[src/rtl/ctrl_types_pkg.sv]
// rtl/ctrl_types_pkg.sv - shared controller command, status and issuer types
package ctrl_types_pkg;

   typedef enum logic [2:0] {
      OP_NOOP   = 3'd0,
      OP_READ   = 3'd1,
      OP_CREATE = 3'd2,
      OP_UPDATE = 3'd3,
      OP_DELETE = 3'd4
   } operation_e;

   typedef struct packed {
      logic done;
      logic error;
   } sub_cmd_t;

   typedef enum logic [1:0] {
      IS_IDLE,
      IS_ISSUE,
      IS_WAIT,
      IS_RESP
   } issuer_state_e;

   typedef struct packed {
      logic error;
      logic timeout;
   } issuer_rsp_t;

   // Opcodes that need a controller transaction; 5..7 are illegal.
   function automatic logic is_ctrl_op(input logic [2:0] op);
      return (op == OP_READ) || (op == OP_CREATE) || (op == OP_UPDATE) || (op == OP_DELETE);
   endfunction

endpackage

[src/rtl/cmd_timeout_counter.sv]
// rtl/cmd_timeout_counter.sv - saturating WAIT-cycle counter with limit flag
module cmd_timeout_counter #(
   parameter int TIMEOUT_CYCLES = 255
) (
   input  logic clk,
   input  logic rst_n,
   input  logic i_clear,
   input  logic i_enable,
   output logic o_limit
);
   localparam int CW = $clog2(TIMEOUT_CYCLES + 1);
   localparam logic [CW-1:0] LIMIT = CW'(TIMEOUT_CYCLES);
   localparam logic [CW-1:0] LAST  = CW'(TIMEOUT_CYCLES - 1);

   logic [CW-1:0] r_count;

   always_ff @(posedge clk) begin
      if (!rst_n) begin
         r_count <= '0;
      end else if (i_clear) begin
         r_count <= '0;
      end else if (i_enable && (r_count != LIMIT)) begin
         r_count <= r_count + CW'(1);
      end
   end

   // High when an enabled cycle now would bring the count to the limit.
   assign o_limit = (r_count >= LAST);

endmodule

[src/rtl/cmd_issuer.sv]
// rtl/cmd_issuer.sv - host request to controller command issuer with timeout
module cmd_issuer
   import ctrl_types_pkg::*;
#(
   parameter int KEY_WIDTH      = 16,
   parameter int VALUE_WIDTH    = 64,
   parameter int TIMEOUT_CYCLES = 255
) (
   input  logic                   clk,
   input  logic                   rst_n,
   input  logic                   req_valid_i,
   output logic                   req_ready_o,
   input  logic [2:0]             req_op_i,
   input  logic [KEY_WIDTH-1:0]   req_key_i,
   input  logic [VALUE_WIDTH-1:0] req_value_i,
   output logic                   ctrl_valid_o,
   output logic [2:0]             ctrl_op_o,
   output logic [KEY_WIDTH-1:0]   ctrl_key_o,
   output logic [VALUE_WIDTH-1:0] ctrl_value_o,
   input  logic [1:0]             ctrl_status_i,
   input  logic [VALUE_WIDTH-1:0] ctrl_rdata_i,
   output logic                   rsp_valid_o,
   input  logic                   rsp_ready_i,
   output logic [2:0]             rsp_op_o,
   output logic                   rsp_error_o,
   output logic                   rsp_timeout_o,
   output logic [VALUE_WIDTH-1:0] rsp_data_o
);

   issuer_state_e          r_state;
   logic                   r_req_ready;
   logic                   r_ctrl_valid;
   logic [2:0]             r_ctrl_op;
   logic [2:0]             r_op;
   logic [KEY_WIDTH-1:0]   r_key;
   logic [VALUE_WIDTH-1:0] r_value;
   logic                   r_rsp_valid;
   logic [2:0]             r_rsp_op;
   issuer_rsp_t            r_rsp;
   logic [VALUE_WIDTH-1:0] r_rsp_data;

   sub_cmd_t w_status;
   logic     w_clear;
   logic     w_enable;
   logic     w_limit;

   assign w_status = sub_cmd_t'(ctrl_status_i);
   assign w_clear  = (r_state == IS_IDLE) && req_valid_i;
   assign w_enable = (r_state == IS_WAIT) && !w_status.done && !w_status.error;

   cmd_timeout_counter #(
      .TIMEOUT_CYCLES (TIMEOUT_CYCLES)
   ) u_timeout (
      .clk      (clk),
      .rst_n    (rst_n),
      .i_clear  (w_clear),
      .i_enable (w_enable),
      .o_limit  (w_limit)
   );

   always_ff @(posedge clk) begin
      if (!rst_n) begin
         r_state      <= IS_IDLE;
         r_req_ready  <= 1'b1;
         r_ctrl_valid <= 1'b0;
         r_ctrl_op    <= OP_NOOP;
         r_op         <= OP_NOOP;
         r_key        <= '0;
         r_value      <= '0;
         r_rsp_valid  <= 1'b0;
         r_rsp_op     <= OP_NOOP;
         r_rsp        <= '0;
         r_rsp_data   <= '0;
      end else begin
         case (r_state)
            IS_IDLE: begin
               if (req_valid_i) begin
                  r_op        <= req_op_i;
                  r_key       <= req_key_i;
                  r_value     <= req_value_i;
                  r_req_ready <= 1'b0;
                  if (is_ctrl_op(req_op_i)) begin
                     r_state      <= IS_ISSUE;
                     r_ctrl_valid <= 1'b1;
                     r_ctrl_op    <= req_op_i;
                  end else begin
                     // NOOP answers cleanly, illegal opcodes answer with an error.
                     r_state       <= IS_RESP;
                     r_rsp_valid   <= 1'b1;
                     r_rsp_op      <= req_op_i;
                     r_rsp.error   <= (req_op_i != OP_NOOP);
                     r_rsp.timeout <= 1'b0;
                     r_rsp_data    <= '0;
                  end
               end
            end
            IS_ISSUE: begin
               r_ctrl_valid <= 1'b0;
               r_ctrl_op    <= OP_NOOP;
               r_state      <= IS_WAIT;
            end
            IS_WAIT: begin
               if (w_status.error || w_status.done || w_limit) begin
                  r_state       <= IS_RESP;
                  r_rsp_valid   <= 1'b1;
                  r_rsp_op      <= r_op;
                  r_rsp.error   <= w_status.error || !w_status.done;
                  r_rsp.timeout <= !w_status.error && !w_status.done;
                  r_rsp_data    <= (w_status.done && !w_status.error && (r_op == OP_READ))
                                   ? ctrl_rdata_i : '0;
               end
            end
            IS_RESP: begin
               if (rsp_ready_i) begin
                  r_state     <= IS_IDLE;
                  r_rsp_valid <= 1'b0;
                  r_req_ready <= 1'b1;
               end
            end
            default: begin
               r_state <= IS_IDLE;
            end
         endcase
      end
   end

   assign req_ready_o   = r_req_ready;
   assign ctrl_valid_o  = r_ctrl_valid;
   assign ctrl_op_o     = r_ctrl_op;
   assign ctrl_key_o    = r_key;
   assign ctrl_value_o  = r_value;
   assign rsp_valid_o   = r_rsp_valid;
   assign rsp_op_o      = r_rsp_op;
   assign rsp_error_o   = r_rsp.error;
   assign rsp_timeout_o = r_rsp.timeout;
   assign rsp_data_o    = r_rsp_data;

endmodule

[config.mk]
export PLATFORM = sky130hd
export DESIGN_NAME = cmd_issuer
export DESIGN_NICKNAME = d
export VERILOG_FILES = /design/src/rtl/ctrl_types_pkg.sv /design/src/rtl/cmd_timeout_counter.sv /design/src/rtl/cmd_issuer.sv
export SDC_FILE = /design/constraint.sdc
export NUM_CORES = 1
export LEC_CHECK = 0
export CAP_MARGIN = 30
export CORE_ASPECT_RATIO = 0.8
export CORE_MARGIN = 1.5
export CORE_UTILIZATION = 40
export DETAILED_ROUTE_END_ITERATION = 7
export PLACE_DENSITY = 0.78
export SLEW_MARGIN = 0
export SYNTH_ARGS = -nofsm -noshare
export SYNTH_HDL_FRONTEND = slang
export SYNTH_HIERARCHICAL = 1
export SYNTH_SLANG_ARGS = --single-unit
[constraint.sdc]
create_clock -name clk -period 2.8 [get_ports clk]
set_clock_uncertainty 0.15 [all_clocks]
set_input_delay 0.42 -clock clk [delete_from_list [all_inputs] [get_ports clk]]
set_output_delay 0.42 -clock clk [all_outputs]
set_load 0.05 [all_outputs]
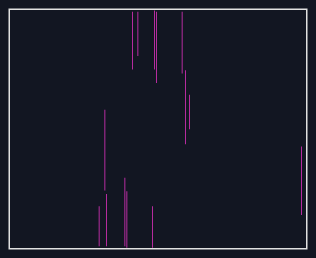
Figure 1: run 1, signal wires on met4.
Scale: 2 px per µm.
longest straight run: 40.1 µm
nets with wire on the layer: 13
share of all routed wire: 2.2%
main direction: vertical
wire length on this layer: 401 µm

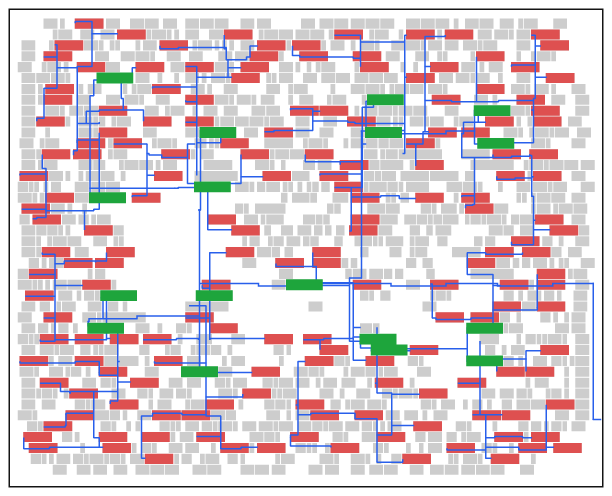
Figure 2: run 1, routed clock nets over the placement.
Scale: 4 px per µm.
legend:
  red:
    item: flip-flops
    count: 168
  green:
    item: clock drivers
    count: 17
  blue:
    item: clock wires
    length: 2,130 µm
routed clock nets: 18
share of power burned in the clock network: 32.9%
power in the clock group: 2.74 mW
clk latency late pin: 410 ps

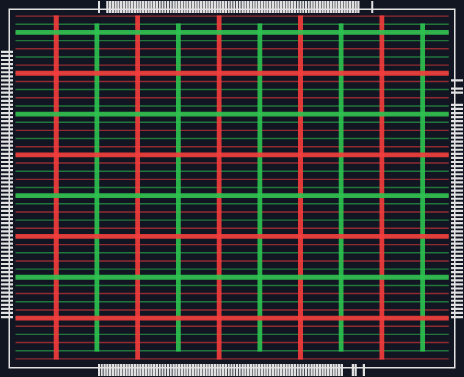
Figure 3: run 1, PDN straps and rails.
Scale: 3 px per µm. Pins as bars on the die edge.
legend:
  green:
    net: VDD
  red:
    net: VSS
met4 straps: 10
met5 straps: 8
rows: 42
met1 rails: 43

## run 1: layout by cell type (no fill, tap or decap), types with 7 or more instances in the layout
cell type	n
sky130_fd_sc_hd__mux2i_1	73
sky130_fd_sc_hd__nand2_1	311
sky130_fd_sc_hd__dfxtp_1	168
sky130_fd_sc_hd__nor2b_1	7
sky130_fd_sc_hd__clkdlybuf4s50_1	306
sky130_fd_sc_hd__buf_4	8
sky130_fd_sc_hd__clkbuf_16	17
sky130_fd_sc_hd__a21boi_0	84
sky130_fd_sc_hd__ha_1	7
## run 1: routing by layer
layer  vias to the layer above  part of all wire (%)  global-route usage, %
li1                       3090                     -                      -
met5                         -                     0                      0
met1                      2806                    44                   25.8
met3                        31                   6.9                   7.39
met4                         0                   2.2                   7.74
met2                       173                    47                   33.9
## run 1: worst max-delay path, delay by kind of cell (launching register included)
kind / cells / cell delay (ps)
AOI/OAI and AO/OA: 1 / 300
adders and majority gates: 1 / 360
buffers and inverters: 2 / 470
DFF: 1 / 330
muxes: 1 / 210
and+or+nand+nor: 1 / 550
## run 1: sequential cells by signal, indices dropped and copies added, names as in the netlist
name and count:
rsp_op_o 3, ctrl_key_o 16, r_state 2, req_ready_o 1
ctrl_op_o 3, rsp_error_o 1, r_op 3, ctrl_value_o 64
rsp_timeout_o 1, rsp_data_o 64, rsp_valid_o 1, ctrl_valid_o 1
u_timeout/r_count 8
## run 1: area by class of cell
cell class,count,area [µm²]
clock inverters,13,236
inverters,6,22.5
multi-input cells,543,3130
well taps,220,275
repair buffers,320,3240
fillers,1407,5770
flip-flops and latches,168,3360
clock buffers,19,453
## run 1: power breakdown
| group | switching (mW) | leakage [nW] | internal, mW |
|---|---|---|---|
| clock | 1.00 | 0.341 | 1.74 |
| sequential | 0.142 | 1.37 | 2.66 |
| combinational | 1.74 | 2.47 | 1.04 |
==> metrics.cfg, run 1 <==
[outcome]
outcome = complete, no violations

[final_layout]
finish.net_count = 1216
fin_util_pct = 65.0
area_growth_pct = 59.4
antenna_cells = 0
finish.cell_count_without_fillers = 1289
post_route_cells_drive_above_1_share_pct = 5.71
finish.instance_area_mm2 = 0.0107

[timing]
worst_pin_slew_ps = 903
final_cycle_share_pct = 87.3
fin_ws_ps = 356
timing.final.setup_violations = 0
final.hold.worst_slack_ps = 308
setup_tns_ps = 0
finalMaxSlewViolations = 0
unrepaired_setup_endpoints_after_global_routing = no
final_period_minus_worst_setup_slack_ps = 2440
timing.max_slew.rel_slack_pct = 39.8

[placed_design]
hpwlAfterDp_um = 13000
place_worst_setup_slack_ps = 152
gpl.final_weighted_congestion = 0.797
placedInstanceArea_mm2 = 0.0100
place_inst = 1257

[floorplanning]
fp-utilization_pct = 40.8
die.size.y_um = 119
floorplan.die_area_mm2 = 0.0176
design.core.area_mm2 = 0.0165
boundaryPins = 308
placement_rows = 42
die_w_um = 148

[synthesis]
post_synth_most_frequent_cells = sky130_fd_sc_hd__nand2_1 (312), sky130_fd_sc_hd__dfxtp_1 (168), sky130_fd_sc_hd__a21boi_0 (84)
post-synth-top-area-fraction_pct = 50.0
number_of_flops_mapped_to_enable_cells_by_yosys = 0
post_synth_ao_oa_area_fraction_pct = 12.5
logic_family = simple AND/OR/NAND/NOR gates
post_synthesis_cells = 769
synth.yosys.num_cells = 769
yosys_warnings = 6
ys_dominant_reg_cell = sky130_fd_sc_hd__dfxtp_1
post_synthesis_instance_area_mm2 = 0.00673
synth_flop_count = 168
synth.area.top_cells = sky130_fd_sc_hd__dfxtp_1 (50%), sky130_fd_sc_hd__nand2_1 (17%), sky130_fd_sc_hd__mux2i_1 (11%)
synth_simple_gate_area_share_pct = 21.2
muxShareOfSynthArea_pct = 11.4
ys_area_mm2 = 0.00673
synth_cell_type_count = 44
syn_nets = 929
synthAdderAreaFrac_pct = 1.30
ys_sh_xor_pct = 0
synth.largest_area_cell = sky130_fd_sc_hd__dfxtp_1
synth.avg_cell_area_um2 = 8.75
most_common_cell = sky130_fd_sc_hd__nand2_1
async_flop_share_pct = 0

[worst_setup_path]
crit_required_ps = 2990
timing.reg2reg.setup_slack_ps = 360
critPathCapture = rsp_data_o[57]
critical_path_class = flop to flop
worst_r2r_path_depth = 6
worst_r2r_startpoint = r_state[0]
timing.rr.end = rsp_data_o[57]
critPathCaptureType = flop
worstPathCellList = inv_1, ha_1, or4b_1, o21ai_4, buf_4, mux2i_1
critical_path.slowest_cell = sky130_fd_sc_hd__or4b_1
crit_path_max_incr_delay_ps = 550
worst-path-max-fanout = 13
worstSetupStartpoint = r_state[0]
critPathLaunchType = flop
critical_path_arrival_ps = 2640

[worst_hold_path]
hold_end = rsp_data_o[50]
worst_hold_path.num_cells = 2
timing.hold.worst.class = flop to flop
worst_hold_startpoint = rsp_data_o[50]

[route]
drt-initial-drc-count = 291
drt_drc_violations_left = 0
first_pass_iters = 4
route.antenna.remaining_nets = 0
routed-via-count = 6100
vias_per_cell = 4.73
wl_um = 18600

[power_and_ir_drop]
p_per_area_mw_per_mm2 = 776
power_mw = 8.33
power.leakage_nw = 4.18

[clocking]
postCtsResizedCells = 0
post-cts-setup-buffer-count = 0
buffer_levels_on_the_longest_clock_path = 2
cts.reportedPaths.clkPinSlew_ps = 70
cts_sinks = 168
hold_buffer_count_at_cts = 0
level_count_of_the_clock_h_tree = 4
tritoncts = yes
tritoncts_buffer_count = 17
clock-root-buffer = sky130_fd_sc_hd__clkbuf_16

[flow_run]
log.warning_count = 31
timing.max_cap.violations = 0

[grt]
global_route_total_usage_across_every_layer_pct = 21.0
initial_antenna_violation_count = 0
grt_pass1_vias = 5960
global_route.overflow_total = 0
pin_count_of_the_biggest_net_entering_global_routing = 85
grt_first_pass_wirelength_um = 29800

==> run 2: changes to the inputs <==
Settings changed: TNS_END_PERCENT from default to 1.
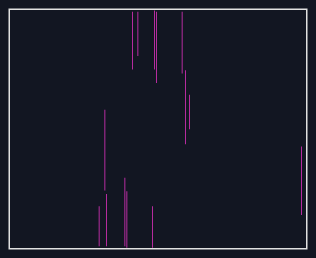
Figure 4: run 2, signal wires on met4.
Scale: 2 px per µm.
wire length on this layer: 401 µm
nets with wire on the layer: 13
detailed-route via count: 6,100
drt total wl: 18,600 µm

==> metrics.cfg, run 2 <==
[power_and_ir_drop]
power.leakage_nw = 4.18
share_comb_of_total_power_pct = 33.5
clock_power_mw = 2.74
vdd_drop_max_uv = 479
pwr.group.sequential_mw = 2.80
netSwitchingPower_mw = 2.88
share_seq_of_total_power_pct = 33.7
share_of_total_power_consumed_by_net_switching_pct = 34.6
top_power_group = registers
comb-power_mw = 2.79
pwr-share-clk_pct = 32.9
p_per_area_mw_per_mm2 = 776
internal-power_mw = 5.44

[synthesis]
ys_dominant_reg_cell = sky130_fd_sc_hd__dfxtp_1
post_synthesis_instance_area_mm2 = 0.00673
post-synth-top-area-fraction_pct = 50.0
most_common_cell = sky130_fd_sc_hd__nand2_1
synth_flop_count = 168
post_synthesis_cells = 769
post_synth_most_frequent_cells = sky130_fd_sc_hd__nand2_1 (312), sky130_fd_sc_hd__dfxtp_1 (168), sky130_fd_sc_hd__a21boi_0 (84)
async_flop_share_pct = 0
synth.avg_cell_area_um2 = 8.75
syn_nets = 929
number_of_flops_mapped_to_enable_cells_by_yosys = 0
synth.largest_area_cell = sky130_fd_sc_hd__dfxtp_1
synth_cell_type_count = 44
yosys_warnings = 6
postSynthSeqShare_pct = 50.0
synth.area.top_cells = sky130_fd_sc_hd__dfxtp_1 (50%), sky130_fd_sc_hd__nand2_1 (17%), sky130_fd_sc_hd__mux2i_1 (11%)
ys_area_mm2 = 0.00673
synth.yosys.num_cells = 769

[worst_setup_path]
crit_required_ps = 2990
worstSetupStartpoint = r_state[0]
timing.rr.end = rsp_data_o[57]
worst_r2r_path_depth = 6
critical_path_class = flop to flop
worst-path-max-fanout = 13
timing.reg2reg.setup_slack_ps = 360
critical_path_arrival_ps = 2640
critPathCapture = rsp_data_o[57]
worst_r2r_startpoint = r_state[0]
critPathLaunchType = flop
critPathCaptureType = flop

[clocking]
post-cts-setup-buffer-count = 0
tritoncts = yes
clk-insertion-delay-late_ps = 410
tritoncts_buffer_count = 17
level_count_of_the_clock_h_tree = 4
cts.reportedPaths.clkPinSlew_ps = 70
hold_buffer_count_at_cts = 0
buffer_levels_on_the_longest_clock_path = 2
clock-root-buffer = sky130_fd_sc_hd__clkbuf_16
postCtsResizedCells = 0
cts_sinks = 168

[worst_hold_path]
timing.hold.worst.class = flop to flop
worst_hold_path.num_cells = 2

[route]
post_drt_wl_per_cell_um = 14.4
highest-signal-layer = met4
drt_drc_violations_left = 0
drt-initial-drc-count = 291
met3RoutedLength_um = 1280
detail_route.wirelength.met1_um = 8240
route.antenna.remaining_nets = 0
first_pass_iters = 4
met2_wirelength_um = 8680
vias_per_cell = 4.73

[timing]
unrepaired_setup_endpoints_after_global_routing = no
final_cycle_share_pct = 87.3
setup_tns_ps = 0
timing.final.setup_violations = 0
final_hold_viol_count = 0
finalMaxSlewViolations = 0
worst_pin_slew_ps = 903
final_period_minus_worst_setup_slack_ps = 2440
max_freq_mhz = 409
timing.max_slew.rel_slack_pct = 39.8

[final_layout]
area_growth_pct = 59.4
fin_util_pct = 65.0
finish.net_count = 1216
antenna_cells = 0
final_common_cell = sky130_fd_sc_hd__nand2_1
post_route_cells_drive_above_1_share_pct = 5.71
lay_top_cells = sky130_fd_sc_hd__nand2_1 (311), sky130_fd_sc_hd__clkdlybuf4s50_1 (306), sky130_fd_sc_hd__dfxtp_1 (168)
final.fill_count = 1407

[grt]
grt_first_pass_wirelength_um = 29800
pin_count_of_the_biggest_net_entering_global_routing = 85
global_route_total_usage_across_every_layer_pct = 21.0
global_route.overflow_total = 0
grt_pass1_vias = 5960
grtUsageMet3_pct = 7.39
grt_busiest_layer = met2
initial_antenna_violation_count = 0
gr-usage-met1_pct = 25.8
globalRouteMet2Util_pct = 33.9

[floorplanning]
design.core.area_mm2 = 0.0165
floorplan.die_area_mm2 = 0.0176
boundaryPins = 308
fp-utilization_pct = 40.8
placement_rows = 42
die.size.y_um = 119
die_w_um = 148

[outcome]
outcome = complete, no violations

[placed_design]
hpwlAfterDp_um = 13000
gpl.final_weighted_congestion = 0.797
input_output_buffers = 307

[flow_run]
timing.max_cap.violations = 0
log.warning_count = 31

==> run 2: cell counts in the layout (fill, tap and decap cells not counted) <==
No cell type changed its count.
==> run 2: worst min-delay path by stage <==
stage / end / startpoint / slack (ps)
finish: rsp_data_o[50] / rsp_data_o[50] / 310
global route: r_state[0] / rst_n / 320
CTS: r_state[0] / rst_n / 290
detailed placement: rsp_data_o[45] / rsp_data_o[45] / 300
global placement: rsp_data_o[44] / rsp_data_o[44] / 290
floorplan: r_op[1] / r_op[1] / 300
==> run 2: cells by family after synthesis <==
logic type | count (synthesis) | share of synthesized area (%)
fa+ha+maj | 7 | 1.30
buf+inv | 58 | 3.70
simple gates | 349 | 21.2
compound gates | 111 | 12.5
mux | 76 | 11.4
flops | 168 | 50.0
==> run 2: worst max-delay path: stages (launching register included) <==
cell	delay [ps]
sky130_fd_sc_hd__dfxtp_1	330
sky130_fd_sc_hd__inv_1	130
sky130_fd_sc_hd__ha_1	360
sky130_fd_sc_hd__or4b_1	550
sky130_fd_sc_hd__o21ai_4	300
sky130_fd_sc_hd__buf_4	340
sky130_fd_sc_hd__mux2i_1	210
==> run 2: stage by stage <==
stage / setup WS, ps / power, mW / hold WS, ps / area [µm²] / instances
final: 356 / 8.33 / 308 / 10700 / 1289
after global routing: 198 / 8.70 / 322 / 10700 / 1289
after CTS: 360 / 8.40 / 293 / 10700 / 1289
after detailed placement: 152 / 5.65 / 303 / 10000 / 1257
after global placement: 221 / 5.63 / 293 / 10000 / 1257
after floorplan: 668 / 4.65 / 298 / 6730 / 769
==> run 2: cell type report <==
class                   count  area (µm²)  area share (%)
clock buffers              19         453            4.22
clock inverters            13         236            2.20
inverters                   6        22.5           0.210
multi-input cells         543        3130            29.2
flip-flops and latches    168        3360            31.4
well taps                 220         275            2.57
repair buffers            320        3240            30.2
Figure 5. Routed clock nets over the placement (run 2).
Scale: 4 px per µm.
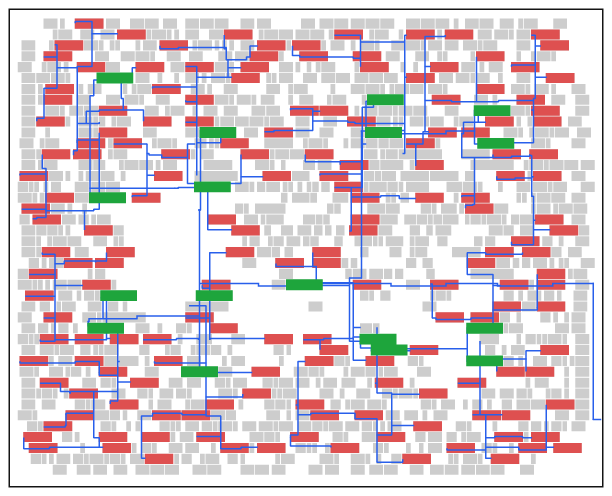

==> run 3: changes to the inputs <==
Settings changed: GPL_TIMING_DRIVEN from default to 0, SLEW_MARGIN 0 to default.
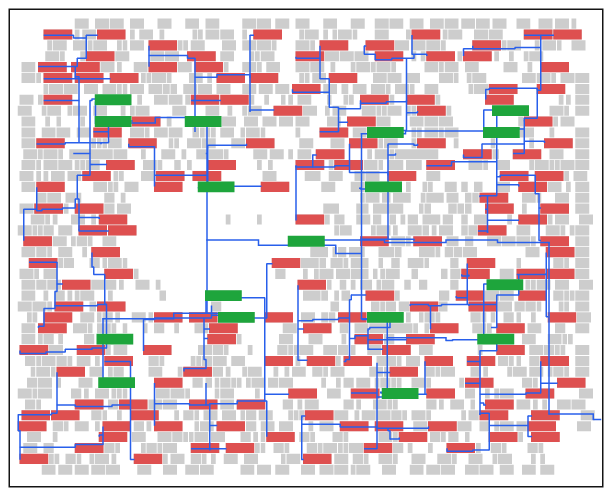
Figure 6: run 3, routed clock nets over the placement.
Scale: 4 px per µm.
legend:
  green:
    item: clock drivers
    count: 17
  red:
    item: flip-flops
    count: 168
  blue:
    item: clock wires
    length: 2,030 µm
routed clock nets: 18
share of power burned in the clock network: 29.4%
power in the clock group: 2.33 mW
clk latency late pin: 420 ps

==> metrics.cfg, run 3 <==
[worst_setup_path]
timing.reg2reg.setup_slack_ps = 290
cp_top_family = simple AND/OR/NAND/NOR gates
critPathCaptureType = flop
critPathLaunchType = flop
crit_path_max_incr_delay_ps = 810
critical_path.most_common_cell = sky130_fd_sc_hd__and4_1
worstPathCellList = inv_1, ha_1, buf_2, nor3b_1, and4_1, and4_1, nor3_2
critical_path_arrival_ps = 2670
worst-path-max-fanout = 9
cp.buffers_inverters = 2
critical_path_class = flop to flop
critical_path.slowest_cell = sky130_fd_sc_hd__nor3b_1

[clocking]
cts_sinks = 168
cts.reportedPaths.clkPinSlew_ps = 60
tritoncts = yes
post-cts-setup-buffer-count = 0
level_count_of_the_clock_h_tree = 4
postCtsResizedCells = 0
buffer_levels_on_the_longest_clock_path = 2
clock-root-buffer = sky130_fd_sc_hd__clkbuf_16
tritoncts_buffer_count = 17

[route]
post_drt_wl_per_cell_um = 14.9
first_pass_iters = 4
drt-initial-drc-count = 241
vias_per_cell = 4.78
routed-via-count = 6339
route.antenna.remaining_nets = 0

[final_layout]
lay_top_cells = sky130_fd_sc_hd__nand2_1 (312), sky130_fd_sc_hd__clkdlybuf4s50_1 (307), sky130_fd_sc_hd__dfxtp_1 (168)
final_common_cell = sky130_fd_sc_hd__nand2_1
area_growth_pct = 58.3
post_route_cells_drive_above_1_share_pct = 4.61
antenna_cells = 0
finish.instance_area_mm2 = 0.0107
final.fill_count = 1446
finish.net_count = 1255

[timing]
final_cycle_share_pct = 89.6
finalMaxSlewViolations = 0
unrepaired_setup_endpoints_after_global_routing = no
worst_pin_slew_ps = 968
setup_tns_ps = 0
final_hold_viol_count = 0
timing.max_slew.rel_slack_pct = 35.3
timing.final.setup_violations = 0
max_freq_mhz = 398
final_period_minus_worst_setup_slack_ps = 2510

[synthesis]
yosys_warnings = 6
syn_nets = 929
post-synth-top-area-fraction_pct = 50.0
number_of_flops_mapped_to_enable_cells_by_yosys = 0
synthAdderAreaFrac_pct = 1.30
ys_dominant_reg_cell = sky130_fd_sc_hd__dfxtp_1
most_common_cell = sky130_fd_sc_hd__nand2_1
synth_flop_count = 168
synth.avg_cell_area_um2 = 8.75
logic_family = simple AND/OR/NAND/NOR gates
post_synth_ao_oa_area_fraction_pct = 12.5
muxShareOfSynthArea_pct = 11.4
synth.area.top_cells = sky130_fd_sc_hd__dfxtp_1 (50%), sky130_fd_sc_hd__nand2_1 (17%), sky130_fd_sc_hd__mux2i_1 (11%)
ys_sh_xor_pct = 0
post_synth_most_frequent_cells = sky130_fd_sc_hd__nand2_1 (312), sky130_fd_sc_hd__dfxtp_1 (168), sky130_fd_sc_hd__a21boi_0 (84)
synth.yosys.num_cells = 769
async_flop_share_pct = 0
ys_area_mm2 = 0.00673
postSynthSeqShare_pct = 50.0

[grt]
global_route_total_usage_across_every_layer_pct = 22.4
grt_pass1_vias = 6175
initial_antenna_violation_count = 0
global_route.overflow_total = 0
grt_first_pass_wirelength_um = 31300
pin_count_of_the_biggest_net_entering_global_routing = 17

[power_and_ir_drop]
p_per_area_mw_per_mm2 = 745

[placed_design]
hpwlAfterDp_um = 14800
input_output_buffers = 307
placedInstanceArea_mm2 = 0.0101
gpl.final_weighted_congestion = 0.789

[floorplanning]
design.core.area_mm2 = 0.0165
die.size.y_um = 119
placement_rows = 42
floorplan.die_area_mm2 = 0.0176
fp-utilization_pct = 40.8
boundaryPins = 308

[outcome]
outcome = complete, no violations

[worst_hold_path]
timing.hold.worst.class = flop to flop

[flow_run]
log.warning_count = 31

-- run 3: path summary, 6_finish.rpt --
| path | depth (start not counted) | start | to |
|---|---|---|---|
| setup / recovery | 7 | r_state[0] | u_timeout/r_count[6] |
| hold / removal | 2 | rsp_data_o[24] | rsp_data_o[24] |
| setup reg to reg | 7 | r_state[0] | u_timeout/r_count[6] |
| hold reg to reg | 2 | rsp_data_o[24] | rsp_data_o[24] |
-- run 3: where the power goes --
part           total [mW]  switching, mW  internal, mW  leakage (nW)
clock                2.33          0.919          1.41         0.283
combinational        2.79           1.77          1.02          2.47
sequential           2.81          0.146          2.66          1.37
-- run 3: final cells by class --
cell class | count | area, µm² | share of cell area, %
well taps | 220 | 275 | 2.58
inverters | 6 | 22.5 | 0.211
repair buffers | 307 | 3070 | 28.8
multi-input cells | 543 | 3120 | 29.3
flip-flops and latches | 168 | 3360 | 31.6
plain buffers | 52 | 228 | 2.14
clock buffers | 21 | 450 | 4.23
clock inverters | 9 | 126 | 1.19
-- run 3: per-stage QoR --
stage                     instances  worst slack (ps)  hold slack (ps)  power, mW  util, %
after detailed placement       1296              51.5              301       5.66     61.1
after global routing           1326              2.30              323       8.33     64.6
final                          1326               290              308       7.93     64.6
after global placement         1296              74.5              294       5.64     61.1
after floorplan                 769               668              298       4.65        -
after CTS                      1326               173              310       8.01     64.6
-- run 3: per-layer routing --
layer / GRT usage (%) / part of all wire [%]
met5: 0 / 0
met4: 6.50 / 1.5
met3: 6.78 / 6.0
met2: 36.7 / 47
met1: 28.5 / 46
-- run 3: tightest hold or removal path, cell delays in order (launching register included) --
cell                      delay (ps)
sky130_fd_sc_hd__dfxtp_1         310
sky130_fd_sc_hd__nand2_1          50
sky130_fd_sc_hd__mux2i_1          50
Power figures rest on the tool's default switching activity, not on a simulated workload.
